Figure 1. PDN straps and rails (run 1).
Scale bar: 50 µm. Pins as bars on the die edge.
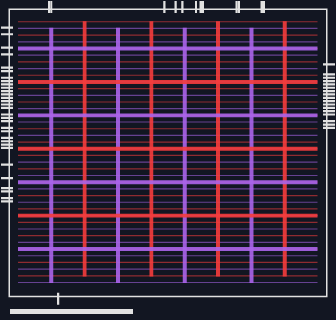
Figure 2. Cells coloured by class (run 1).
Fill, decap, tap and diode cells in grey.
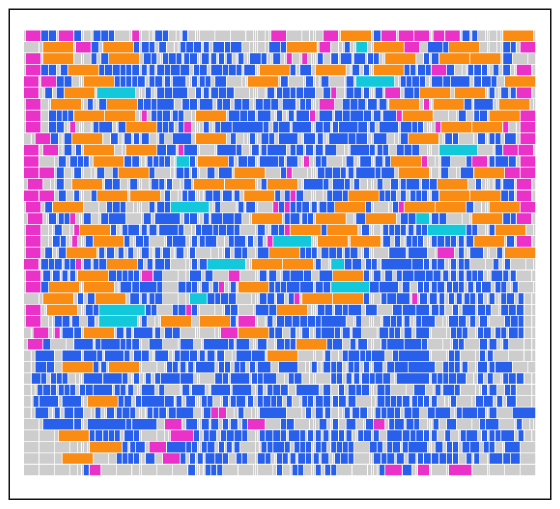
Figure 3. Clock distribution (run 1).
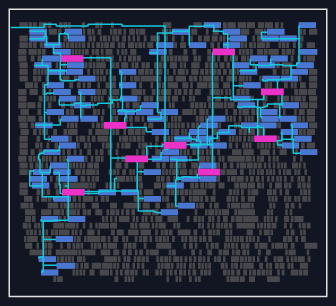
Figure 4. Wiring by layer (run 1).
Scale bar: 50 µm. Two of the layers only.
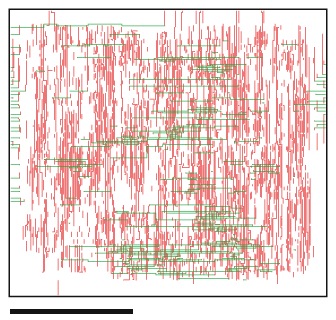
## config.mk

```make
export PLATFORM = sky130hd
export DESIGN_NAME = fpu_div16
export DESIGN_NICKNAME = d
export VERILOG_FILES = /design/src/rtl/fpu_div16_pkg.sv /design/src/rtl/fpu_div16_divider.sv /design/src/rtl/fpu_div16.sv
export SDC_FILE = /design/constraint.sdc
export NUM_CORES = 1
export LEC_CHECK = 0
export ABC_AREA = 1
export CORE_ASPECT_RATIO = 0.9
export CORE_MARGIN = 3
export CORE_UTILIZATION = 60
export CTS_BUF_LIST = sky130_fd_sc_hd__clkbuf_8 sky130_fd_sc_hd__clkbuf_16
export DETAILED_ROUTE_END_ITERATION = 12
export GPL_TIMING_DRIVEN = 0
export HOLD_SLACK_MARGIN = 0.03
export PLACE_DENSITY = 0.84
export SYNTH_ARGS = -nofsm -noshare
export SYNTH_HDL_FRONTEND = slang
export SYNTH_SLANG_ARGS = --single-unit
```

## constraint.sdc

```tcl
create_clock -name clock -period 4 [get_ports clock]
set_input_delay 0.6 -clock clock [delete_from_list [all_inputs] [get_ports clock]]
set_output_delay 0.6 -clock clock [all_outputs]
set_load 0.02 [all_outputs]
```

## src/rtl/fpu_div16_pkg.sv

```systemverilog
// Shared FP16 types, constants and state encoding for the FP16 divide coprocessor.
package fpu_div16_pkg;

    localparam int unsigned FP16_EXPW    = 5;
    localparam int unsigned FP16_FRACW   = 10;
    localparam int unsigned FP16_BIAS    = 15;
    localparam int unsigned FP16_EXP_MAX = 31;
    localparam logic [15:0] FP16_QNAN    = 16'h7E00;

    typedef struct packed {
        logic                  sign;
        logic [FP16_EXPW-1:0]  exp;
        logic [FP16_FRACW-1:0] frac;
    } fp16_t;

    typedef enum logic [2:0] {
        DIV_WAIT,
        DIV_PRENORM,
        DIV_ITER,
        DIV_ROUND,
        DIV_DONE
    } fpuDivState_t;

    typedef struct packed {
        logic Z;
        logic C;
        logic N;
        logic V;
    } condCode_t;

    typedef struct packed {
        logic invalid;
        logic divByZero;
        logic overflow;
        logic underflow;
        logic inexact;
    } opStatusFlag_t;

endpackage

```

## src/rtl/fpu_div16_divider.sv

```systemverilog
// Radix-2 restoring significand divider: one quotient bit per step, MSB first.
module fpu_divider16
    import fpu_div16_pkg::*;
#(
    parameter  int unsigned QW = 14,
    localparam int unsigned CW = $clog2(QW + 1)
) (
    input  logic          clk_i,
    input  logic          rst_i,
    input  logic          load_i,
    input  logic          step_i,
    input  logic [11:0]   dividend_i,
    input  logic [10:0]   divisor_i,
    output logic [QW-1:0] quotient_o,
    output logic          sticky_o,
    output logic [CW-1:0] count_o
);

    logic [11:0]   rem_q, rem_d;
    logic [10:0]   div_q, div_d;
    logic [QW-1:0] quo_q, quo_d;
    logic [CW-1:0] cnt_q, cnt_d;
    logic [12:0]   diff;
    logic          ge;

    always_comb begin
        diff  = {1'b0, rem_q} - {2'b00, div_q};
        ge    = ~diff[12];
        rem_d = rem_q;
        div_d = div_q;
        quo_d = quo_q;
        cnt_d = cnt_q;
        if (load_i) begin
            rem_d = dividend_i;
            div_d = divisor_i;
            quo_d = '0;
            cnt_d = '0;
        end else if (step_i) begin
            // Partial remainder stays below twice the divisor, so 12 bits hold it after the shift.
            rem_d = (ge ? diff[11:0] : rem_q) << 1;
            quo_d = {quo_q[QW-2:0], ge};
            cnt_d = cnt_q + CW'(1);
        end
    end

    always_ff @(posedge clk_i) begin
        if (rst_i) begin
            rem_q <= '0;
            div_q <= '0;
            quo_q <= '0;
            cnt_q <= '0;
        end else begin
            rem_q <= rem_d;
            div_q <= div_d;
            quo_q <= quo_d;
            cnt_q <= cnt_d;
        end
    end

    assign quotient_o = quo_q;
    assign sticky_o   = |rem_q;
    assign count_o    = cnt_q;

endmodule

```

## src/rtl/fpu_div16.sv

```systemverilog
// Sequential FP16 divider: operand capture, pre-normalization, iterative divide,
// RNE rounding with denormal/overflow handling and IEEE special cases.
module fpu_div16
    import fpu_div16_pkg::*;
#(
    parameter int unsigned QW = 14
) (
    input  logic          clock,
    input  logic          reset,
    input  logic          start,
    input  fp16_t         fpuIn1,
    input  fp16_t         fpuIn2,
    output fp16_t         fpuOut,
    output logic          done,
    output condCode_t     condCodes,
    output opStatusFlag_t opStatusFlags
);

    localparam int unsigned ITERS = QW;
    localparam int unsigned CW    = $clog2(ITERS + 1);

    fpuDivState_t      state_q, state_d;
    fp16_t             a_q, a_d, b_q, b_d;
    logic signed [6:0] eq_q, eq_d;
    fp16_t             out_q, out_d;
    opStatusFlag_t     flags_q, flags_d;

    logic              div_load, div_step;
    logic [QW-1:0]     div_quo;
    logic              div_sticky;
    logic [CW-1:0]     div_cnt;

    logic [10:0]       m1_raw, m2_raw, m1_n, m2_n;
    logic [3:0]        sh1, sh2;
    logic signed [6:0] e1_n, e2_n, eq_pre;

    fp16_t             res;
    opStatusFlag_t     res_flags;

    function automatic logic [3:0] lead_zeros(input logic [10:0] m);
        logic [3:0] n;
        n = 4'd11;
        for (int unsigned i = 0; i < 11; i++) begin
            if (m[i]) n = 4'(10 - i);
        end
        return n;
    endfunction

    always_comb begin
        m1_raw = {|a_q.exp, a_q.frac};
        m2_raw = {|b_q.exp, b_q.frac};
        sh1    = lead_zeros(m1_raw);
        sh2    = lead_zeros(m2_raw);
        m1_n   = m1_raw << sh1;
        m2_n   = m2_raw << sh2;
        e1_n   = (a_q.exp != '0) ? $signed({2'b00, a_q.exp}) : 7'sd1 - $signed({3'b000, sh1});
        e2_n   = (b_q.exp != '0) ? $signed({2'b00, b_q.exp}) : 7'sd1 - $signed({3'b000, sh2});
        eq_pre = e1_n - e2_n + $signed(7'(FP16_BIAS));
    end

    fpu_divider16 #(.QW(QW)) u_div (
        .clk_i      (clock),
        .rst_i      (reset),
        .load_i     (div_load),
        .step_i     (div_step),
        .dividend_i ({1'b0, m1_n}),
        .divisor_i  (m2_n),
        .quotient_o (div_quo),
        .sticky_o   (div_sticky),
        .count_o    (div_cnt)
    );

    logic [QW-1:0]     qn;
    logic signed [6:0] eqn, eqr, shd;
    logic [10:0]       sig, sigd, sumd;
    logic [11:0]       sum;
    logic [9:0]        frac_r;
    logic [12:0]       ext, xsh, lost_mask;
    logic              g, r, s, up, gd, rd, s2, upd;
    logic              sign, a_nan, b_nan, a_inf, b_inf, a_zero, b_zero;

    always_comb begin
        res       = '0;
        res_flags = '0;
        qn        = div_quo[QW-1] ? div_quo : {div_quo[QW-2:0], 1'b0};
        eqn       = div_quo[QW-1] ? eq_q : eq_q - 7'sd1;
        sig       = qn[QW-1 -: 11];
        g         = qn[QW-12];
        r         = qn[QW-13];
        s         = (|qn[QW-14:0]) | div_sticky;
        up        = g & (r | s | sig[0]);
        sum       = {1'b0, sig} + 12'(up);
        frac_r    = sum[11] ? sum[10:1] : sum[9:0];
        eqr       = sum[11] ? eqn + 7'sd1 : eqn;
        shd       = 7'sd1 - eqn;
        ext       = {sig, g, r};
        xsh       = '0;
        lost_mask = '0;
        sigd      = '0;
        gd        = 1'b0;
        rd        = 1'b0;
        s2        = s;
        upd       = 1'b0;
        sumd      = '0;
        sign      = a_q.sign ^ b_q.sign;

        a_nan  = (a_q.exp == 5'(FP16_EXP_MAX)) && (a_q.frac != '0);
        b_nan  = (b_q.exp == 5'(FP16_EXP_MAX)) && (b_q.frac != '0);
        a_inf  = (a_q.exp == 5'(FP16_EXP_MAX)) && (a_q.frac == '0);
        b_inf  = (b_q.exp == 5'(FP16_EXP_MAX)) && (b_q.frac == '0);
        a_zero = (a_q.exp == '0) && (a_q.frac == '0);
        b_zero = (b_q.exp == '0) && (b_q.frac == '0);

        // Tiny results are shifted from the unrounded quotient so rounding happens only once.
        if (eqn <= 7'sd0) begin
            if (shd >= 7'sd13) begin
                res                 = {sign, 15'h0000};
                res_flags.inexact   = 1'b1;
                res_flags.underflow = 1'b1;
            end else begin
                xsh       = ext >> shd[3:0];
                lost_mask = (13'h0001 << shd[3:0]) - 13'h0001;
                s2        = s | (|(ext & lost_mask));
                sigd      = xsh[12:2];
                gd        = xsh[1];
                rd        = xsh[0];
                upd       = gd & (rd | s2 | sigd[0]);
                sumd      = sigd + 11'(upd);
                res       = {sign, 4'h0, sumd};
                res_flags.inexact   = gd | rd | s2;
                res_flags.underflow = gd | rd | s2;
            end
        end else if (eqr >= $signed(7'(FP16_EXP_MAX))) begin
            res                = {sign, 5'h1F, 10'h000};
            res_flags.overflow = 1'b1;
            res_flags.inexact  = 1'b1;
        end else begin
            res               = {sign, eqr[4:0], frac_r};
            res_flags.inexact = g | r | s;
        end

        if (a_nan || b_nan || (a_zero && b_zero) || (a_inf && b_inf)) begin
            res               = FP16_QNAN;
            res_flags         = '0;
            res_flags.invalid = 1'b1;
        end else if (a_inf) begin
            res       = {sign, 5'h1F, 10'h000};
            res_flags = '0;
        end else if (b_zero) begin
            res                 = {sign, 5'h1F, 10'h000};
            res_flags           = '0;
            res_flags.divByZero = 1'b1;
        end else if (b_inf || a_zero) begin
            res       = {sign, 15'h0000};
            res_flags = '0;
        end
    end

    always_comb begin
        state_d  = state_q;
        a_d      = a_q;
        b_d      = b_q;
        eq_d     = eq_q;
        out_d    = out_q;
        flags_d  = flags_q;
        div_load = 1'b0;
        div_step = 1'b0;
        case (state_q)
            DIV_WAIT, DIV_DONE: begin
                if (start) begin
                    a_d     = fpuIn1;
                    b_d     = fpuIn2;
                    state_d = DIV_PRENORM;
                end
            end
            DIV_PRENORM: begin
                div_load = 1'b1;
                eq_d     = eq_pre;
                state_d  = DIV_ITER;
            end
            DIV_ITER: begin
                div_step = 1'b1;
                if (div_cnt == CW'(ITERS - 1)) state_d = DIV_ROUND;
            end
            DIV_ROUND: begin
                out_d   = res;
                flags_d = res_flags;
                state_d = DIV_DONE;
            end
            default: state_d = DIV_WAIT;
        endcase
    end

    always_ff @(posedge clock) begin
        if (reset) begin
            state_q <= DIV_WAIT;
            a_q     <= '0;
            b_q     <= '0;
            eq_q    <= '0;
            out_q   <= '0;
            flags_q <= '0;
        end else begin
            state_q <= state_d;
            a_q     <= a_d;
            b_q     <= b_d;
            eq_q    <= eq_d;
            out_q   <= out_d;
            flags_q <= flags_d;
        end
    end

    always_comb begin
        condCodes   = '0;
        condCodes.Z = (out_q[14:0] == '0);
        condCodes.N = out_q.sign;
        condCodes.V = flags_q.overflow;
    end

    assign fpuOut        = out_q;
    assign opStatusFlags = flags_q;
    assign done          = (state_q == DIV_DONE);

endmodule

```

==> results.cfg, run 1 <==
; physical design summary
[status]
status = finished clean

[logic_synthesis]
synth.avg_cell_area_um2 = 6.33
top_cells_by_count = 287 x nand2_1, 163 x inv_1, 147 x o21ai_0
yosys.stat.seqShare_pct = 25.7
fp_nets = 1356
synth.most_common_cell = nand2_1

[timing]
tightest_slew_ns = 1.18
setup_viol = 0
finalHoldViolCount = 0

[worst_setup_path]
cp-endpoint = eq_q[6]$_SDFFE_PP0P_

[cts]
cts.sinks = 104
cts_tree = yes

[grt]
grt_max_degree = 19

[placement]
place.gp.congestion = 1.00

[cells_and_area]
syn_to_final_growth_pct = 15.2
drive_gt1_share_pct = 8.25

[floorplanning]
chipArea_um2 = 14900
num_rows = 39
ios = 61

[run]
tool_warnings = 32

[hold_path]
hold_path_class = flop to flop
Back to the opening pictures, Figure 1:
Purple marks VSS. Red marks VDD.
8 straps on met4. 61 signal pins sit on the boundary. 7 straps on met5. 40 met1 rails follow the rows. The core has 39 rows.

Back to the opening pictures, Figure 2:
Orange marks registers, cells 104, share of their area 23%. Blue marks remaining logic cells, cells 1130, share of their area 64%. Cyan marks clock drivers and dummy loads, cells 15, share of their area 3.3%. Magenta marks remaining buffers and delay cells, cells 109, share of their area 9.8%.
Design Area, Final: 9340 µm²
final core utilization: 72.2%
Core Area: 12900 µm²
Seq area share: 22.3%

Back to the opening pictures, Figure 3:
Cyan marks clock wires, length 1280 µm. Magenta marks clock-net drivers, count 9. Blue marks flip-flops, count 104.
There are 10 routed clock nets.
Clk Latency, worst-skew pair: 0.36 ns

Back to the opening pictures, Figure 4:
Red marks M2, wire length 10700 µm. Green marks M3, wire length 2270 µm.

[run 1: layout by cell type (no fill, tap or decap), drive strengths merged, types with 2 or more instances in the layout]
master / instances
dfxtp: 104
mux2i: 2
nor2: 128
a31oi: 7
nand4: 10
o22ai: 7
or2: 6
xor2: 24
clkinv: 3
a21oi: 102
nand3: 80
a22oi: 2
o21ai: 166
nand2: 302
o211ai: 27
or4: 2
buf: 20
clkbuf: 39
xnor2: 7
fa: 2
nor4: 4
inv: 170
ha: 38
clkdlybuf4s50: 59
o21a: 5
nand3b: 3
o31ai: 2
a211oi: 3
nor3: 24
[run 1: metrics by stage]
step / setup WS, ns / instances
2_1_floorplan: 0.496 / 1281
3_3_place_gp: -0.253 / 1504
3_5_place_dp: -0.301 / 1504
4_1_cts: 0.0370 / 1519
5_1_grt: -0.0373 / 1522
6_report: 0.276 / 1522
[run 1: kinds of logic (layout without fill, tap and decap cells)]
logic type,Yosys count,count (layout),share of synthesized area [%]
other,1,1,0.0462
AND/OR/NAND/NOR,559,559,30.5
AND-OR/OR-AND,328,328,22.8
XOR/XNOR,31,31,3.44
buffers and inverters,216,293,11.0
flip-flops,104,104,25.7
adder cells (fa/ha/maj),40,40,6.36
multiplexers,2,2,0.247
[run 1: worst max-delay path: stages, from the launching register on]
cell      delay (ns)
dfxtp_1         0.33
nor2_1          0.10
nand2_1         0.11
nor3_4          0.22
inv_1           0.19
nor2_4          0.17
nand2_1         0.09
clkbuf_2        0.18
ha_1            0.21
xor2_1          0.18
a21oi_2         0.20
ha_1            0.26
ha_1            0.35
a21oi_1         0.15
inv_1           0.05
a31oi_1         0.18
nor2_1          0.09
o21a_1          0.19
nor2_1          0.12
xnor2_1         0.13
a21oi_1         0.07
[run 1: flip-flops by register name, indices dropped and copies added, names as in the netlist, 3 cells and up]
register / count
a_q: 16
b_q: 16
fpuOut: 15
u_div.quotient_o: 14
u_div.rem_q: 12
u_div.div_q: 11
eq_q: 7
opStatusFlags: 4
u_div.count_o: 4
state_q: 3
[run 1: per-layer routing]
layer | global-route usage (%) | share of wire (%)
met1 | 44.4 | 44
met2 | 51.7 | 44
met3 | 6.86 | 9.4
met4 | 10.6 | 2.3
met5 | 0 | 0
[run 1: layout make-up]
type                    count  area (µm²)  area share [%]
inverters                 169         638            6.83
clock inverters             6        75.1           0.804
repair buffers             62         613            6.56
flip-flops and latches    104        2080            22.3
multi-input cells         961        5220            55.9
well taps                 164         205            2.20
clock buffers               9         225            2.41
plain buffers              47         279            2.99
[run 1: timing repair]
action                     CTS  global route
hold buffers                 0             0
pin swaps                    0             2
setup endpoints to repair    9             9
hold endpoints to repair     0             0
cloned                       0             0
gates resized                7            31
buffers inserted             0             3
==> run 2, diff against run 1 <==
--- a/config.mk
+++ b/config.mk
@@ -7,7 +7,7 @@
 export LEC_CHECK = 0
 export ABC_AREA = 1
 export CORE_ASPECT_RATIO = 0.9
-export CORE_MARGIN = 3
+export CORE_MARGIN = 2
 export CORE_UTILIZATION = 60
 export CTS_BUF_LIST = sky130_fd_sc_hd__clkbuf_8 sky130_fd_sc_hd__clkbuf_16
 export DETAILED_ROUTE_END_ITERATION = 12
==> results.cfg, run 2 <==
; physical design summary
[grt]
met2_usage_pct = 51.4
use_met3_pct = 8.27
met1_usage_pct = 45.6
grt_max_degree = 18

[placement]
place.gp.congestion = 1.01

[drt]
routed_via_density = 5.70
drtAntennaViolNets = 0
wl_um = 23900
drt_drc_violations_left = 0

[cells_and_area]
final_cell_area_um2 = 9380
seq_area_um2 = 2080
diodes = 0
syn_to_final_growth_pct = 15.6
fin_util_pct = 70.7
fill_cells = 1183
drive_gt1_share_pct = 8.56
logic_area_um2 = 5200
lay_top_cells = 285 x nand2_1, 161 x inv_1, 146 x o21ai_0
lay_top_count = nand2_1

[logic_synthesis]
top_logic_kind = simple AND/OR/NAND/NOR gates
ys_sh_aoi_pct = 22.8
fp_nets = 1356
synthXorXnorAreaFrac_pct = 3.44
synth.most_common_cell = nand2_1
synth.avg_cell_area_um2 = 6.33
yosys.stat.seqShare_pct = 25.7
yosys-stat-cells = 1281
yosys.area_share.simple_pct = 30.5
adder_share_pct = 6.36
top_cells_by_count = 287 x nand2_1, 163 x inv_1, 147 x o21ai_0
mux_share_pct = 0.247

[timing]
finalWorstSetupSlack_ns = 0.168
finalHoldViolCount = 0
setup_viol = 0
tightest_slew_ns = 0.986

[cts]
clock_latency_ns = 0.36
cts_tree = yes
cts_buffers = 9

[floorplanning]
fp-utilization_pct = 61.2
core_area_um2 = 13300
ios = 61
chipArea_um2 = 14500

[status]
status = finished clean

[hold_path]
hold_path_class = flop to flop

[run]
tool_warnings = 32

[worst_setup_path]
ff2ff_path_depth = 21
==> run 2: cell count changes in the layout (fill, tap and decap cells not counted), moves of 2 or more <==
| cell | before | now |
|---|---|---|
| ha_2 | 3 | 1 |
| nor2_4 | 5 | 3 |
| buf_4 | 6 | 15 |
| ha_1 | 34 | 36 |
| o21ai_0 | 144 | 146 |
| inv_6 | 3 | 1 |
| o21ai_1 | 10 | 8 |
==> run 2: area by class of cell <==
cell class | instances | area share [%]
multi-input cells | 961 | 55.4
flip-flops and latches | 104 | 22.2
repair buffers | 70 | 7.18
inverters | 169 | 6.78
plain buffers | 47 | 2.89
clock buffers | 10 | 2.55
well taps | 168 | 2.24
clock inverters | 6 | 0.720
==> run 2: routing by layer <==
metal / wire, µm / share of wire (%) / vias up
met5: 0 / 0 / -
met3: 2200 / 9.2 / 62
met1: 10700 / 45 / 3925
met4: 728 / 3.0 / 0
met2: 10300 / 43 / 368
li1: - / - / 4394
==> run 2: how the worst max path moves through the flow <==
stage	slack, ns	endpoint	from	depth (start not counted)
finish	0.17	fpuOut[6]$_SDFFE_PP0P_	eq_q[0]$_SDFFE_PP0P_	21
global route	0.004	fpuOut[6]$_SDFFE_PP0P_	eq_q[0]$_SDFFE_PP0P_	21
CTS	0.008	eq_q[6]$_SDFFE_PP0P_	b_q[10]$_SDFFE_PP0P_	20
detailed placement	-0.24	opStatusFlags[0]$_SDFFE_PP0P_	eq_q[0]$_SDFFE_PP0P_	20
global placement	-0.28	opStatusFlags[0]$_SDFFE_PP0P_	eq_q[0]$_SDFFE_PP0P_	20
floorplan	0.50	eq_q[6]$_SDFFE_PP0P_	b_q[10]$_SDFFE_PP0P_	21
==> run 2: worst max-delay path, cell delays in order, from the launching register on <==
cell      delay, ns
dfxtp_2        0.37
inv_2          0.07
ha_4           0.24
o21ai_4        0.22
buf_4          0.23
ha_1           0.28
buf_2          0.22
inv_1          0.18
clkbuf_2       0.27
nand3_1        0.15
o211ai_1       0.11
nand2_1        0.11
nor2_1         0.24
ha_2           0.29
nand2_1        0.09
nor2_2         0.13
inv_1          0.07
o21ai_1        0.12
nand3_1        0.08
nand2_1        0.07
nand2_1        0.08
a21oi_1        0.13
==> run 2: logic make-up after synthesis <==
logic type               count (synthesis)
AND-OR/OR-AND                          328
XOR/XNOR                                31
AND/OR/NAND/NOR                        559
other                                    1
adder cells (fa/ha/maj)                 40
buffers and inverters                  216
flip-flops                             104
multiplexers                             2
==> run 2: stage by stage <==
step	setup TNS [ns]	std cells
after CTS	0	1524
after global routing	0	1535
final	0	1535
after detailed placement	-0.946	1508
after global placement	-0.904	1508
after floorplan	0	1281
==> run 2: repair_timing <==
| item | 4_1_cts | 5_1_grt |
|---|---|---|
| pin swaps | 0 | 3 |
| gates resized | 6 | 18 |
| hold buffers | 0 | 0 |
| endpoints found under the setup margin | 8 | 10 |
| buffers inserted | 0 | 11 |
Figure 5. Cells coloured by class (run 2).
Fill, decap, tap and diode cells in grey.
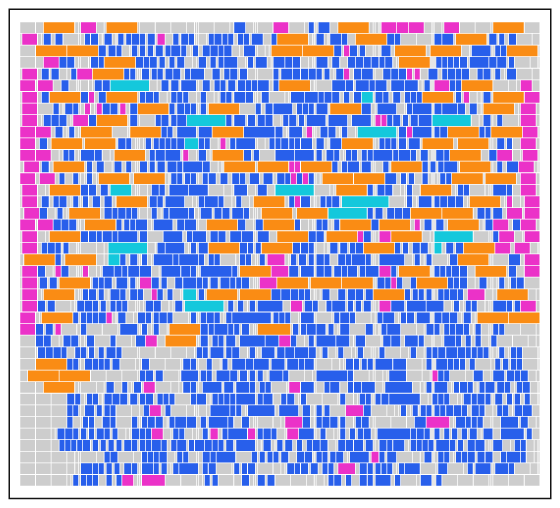
Blue marks remaining logic cells, cells 1130, share of their area 64%. Orange marks registers, cells 104, share of their area 23%. Cyan marks clock drivers and dummy loads, cells 16, share of their area 3.3%. Magenta marks remaining buffers and delay cells, cells 117, share of their area 10%.

==> run 3, diff against run 2 <==
--- a/config.mk
+++ b/config.mk
@@ -11,9 +11,10 @@
 export CORE_UTILIZATION = 60
 export CTS_BUF_LIST = sky130_fd_sc_hd__clkbuf_8 sky130_fd_sc_hd__clkbuf_16
 export DETAILED_ROUTE_END_ITERATION = 12
+export DONT_BUFFER_PORTS = 1
 export GPL_TIMING_DRIVEN = 0
 export HOLD_SLACK_MARGIN = 0.03
-export PLACE_DENSITY = 0.84
+export PLACE_DENSITY = 0.79
 export SYNTH_ARGS = -nofsm -noshare
 export SYNTH_HDL_FRONTEND = slang
 export SYNTH_SLANG_ARGS = --single-unit
Figure 6. Clock distribution (run 3).
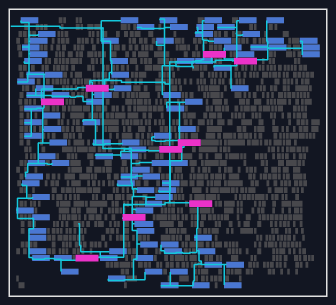
Cyan marks clock wires, length 1260 µm. Blue marks flip-flops, count 104. Magenta marks clock-net drivers, count 9.
There are 10 routed clock nets.

==> results.cfg, run 3 <==
; physical design summary
[status]
status = finished clean

[timing]
finalHoldViolCount = 0
fin_tns_setup_ns = 0
finalWorstSetupSlack_ns = 0.152
setup_viol = 0

[floorplanning]
core_area_um2 = 13300
fp-utilization_pct = 61.2

[drt]
wl_um = 22400
drtAntennaViolNets = 0
drt_drc_violations_left = 0

[cells_and_area]
fin_util_pct = 65.7
lay_top_count = nand2_1
drive_gt1_share_pct = 8.15
stdcell_count = 1469
fill_cells = 1237
diodes = 0

[logic_synthesis]
top_cells_by_count = 287 x nand2_1, 163 x inv_1, 147 x o21ai_0
synth.most_common_cell = nand2_1

[worst_setup_path]
cpMostUsedCell = nand2_1

[hold_path]
hold_path_class = input port to flop

[grt]
grt_max_degree = 20

[placement]
place.gp.congestion = 0.957
dp_cells = 1449
-- run 3: layout make-up --
type	instances	share of cell area [%]
multi-input cells	961	59.6
flip-flops and latches	104	23.9
inverters	169	7.30
plain buffers	47	3.07
clock buffers	9	2.59
well taps	168	2.41
clock inverters	7	0.747
repair buffers	4	0.345
-- run 3: per-layer routing --
layer  GRT usage (%)  part of all wire, %
met5               0                    0
met4            12.5                  3.7
met3            4.53                  5.9
met2            54.3                   47
met1            39.4                   43
-- run 3: logic make-up (layout without fill, tap and decap cells) --
logic type | Yosys count | in the layout | share of synthesized area (%)
multiplexers | 2 | 2 | 0.247
other | 1 | 1 | 0.0462
adder cells (fa/ha/maj) | 40 | 40 | 6.36
AND-OR/OR-AND | 328 | 328 | 22.8
buffers and inverters | 216 | 236 | 11.0
XOR/XNOR | 31 | 31 | 3.44
AND/OR/NAND/NOR | 559 | 559 | 30.5
flip-flops | 104 | 104 | 25.7
-- run 3: repair_timing --
item / in CTS / in global routing
buffers inserted: 0 / 4
setup endpoints to repair: 8 / 11
resized: 4 / 19
pin swaps: 0 / 2
-- run 3: path summary, 6_finish.rpt --
kind | startpoint | end | slack [ns] | cells after the start
worst max-delay path | eq_q[0]$_SDFFE_PP0P_ | fpuOut[0]$_SDFFE_PP0P_ | 0.15 | 28
worst min-delay path | fpuIn1[15] | a_q[15]$_SDFFE_PP0P_ | 0.41 | 2
worst max register to register | eq_q[0]$_SDFFE_PP0P_ | fpuOut[0]$_SDFFE_PP0P_ | 0.15 | 28
worst min register to register | u_div.count_o[3]$_SDFFE_PP0P_ | u_div.count_o[3]$_SDFFE_PP0P_ | 0.48 | 2
-- run 3: per-stage QoR --
step | cell area, µm²
6_report | 8710
5_1_grt | 8710
4_1_cts | 8620
3_5_place_dp | 8320
3_3_place_gp | 8320
2_1_floorplan | 8110
-- run 3: worst max-delay path: cells and delay by family, from the launching register on --
family / cells / cell delay (ns)
fa+ha+maj: 3 / 0.90
flops: 1 / 0.36
compound gates: 3 / 0.44
simple gates: 16 / 1.21
buf+inv: 6 / 0.77
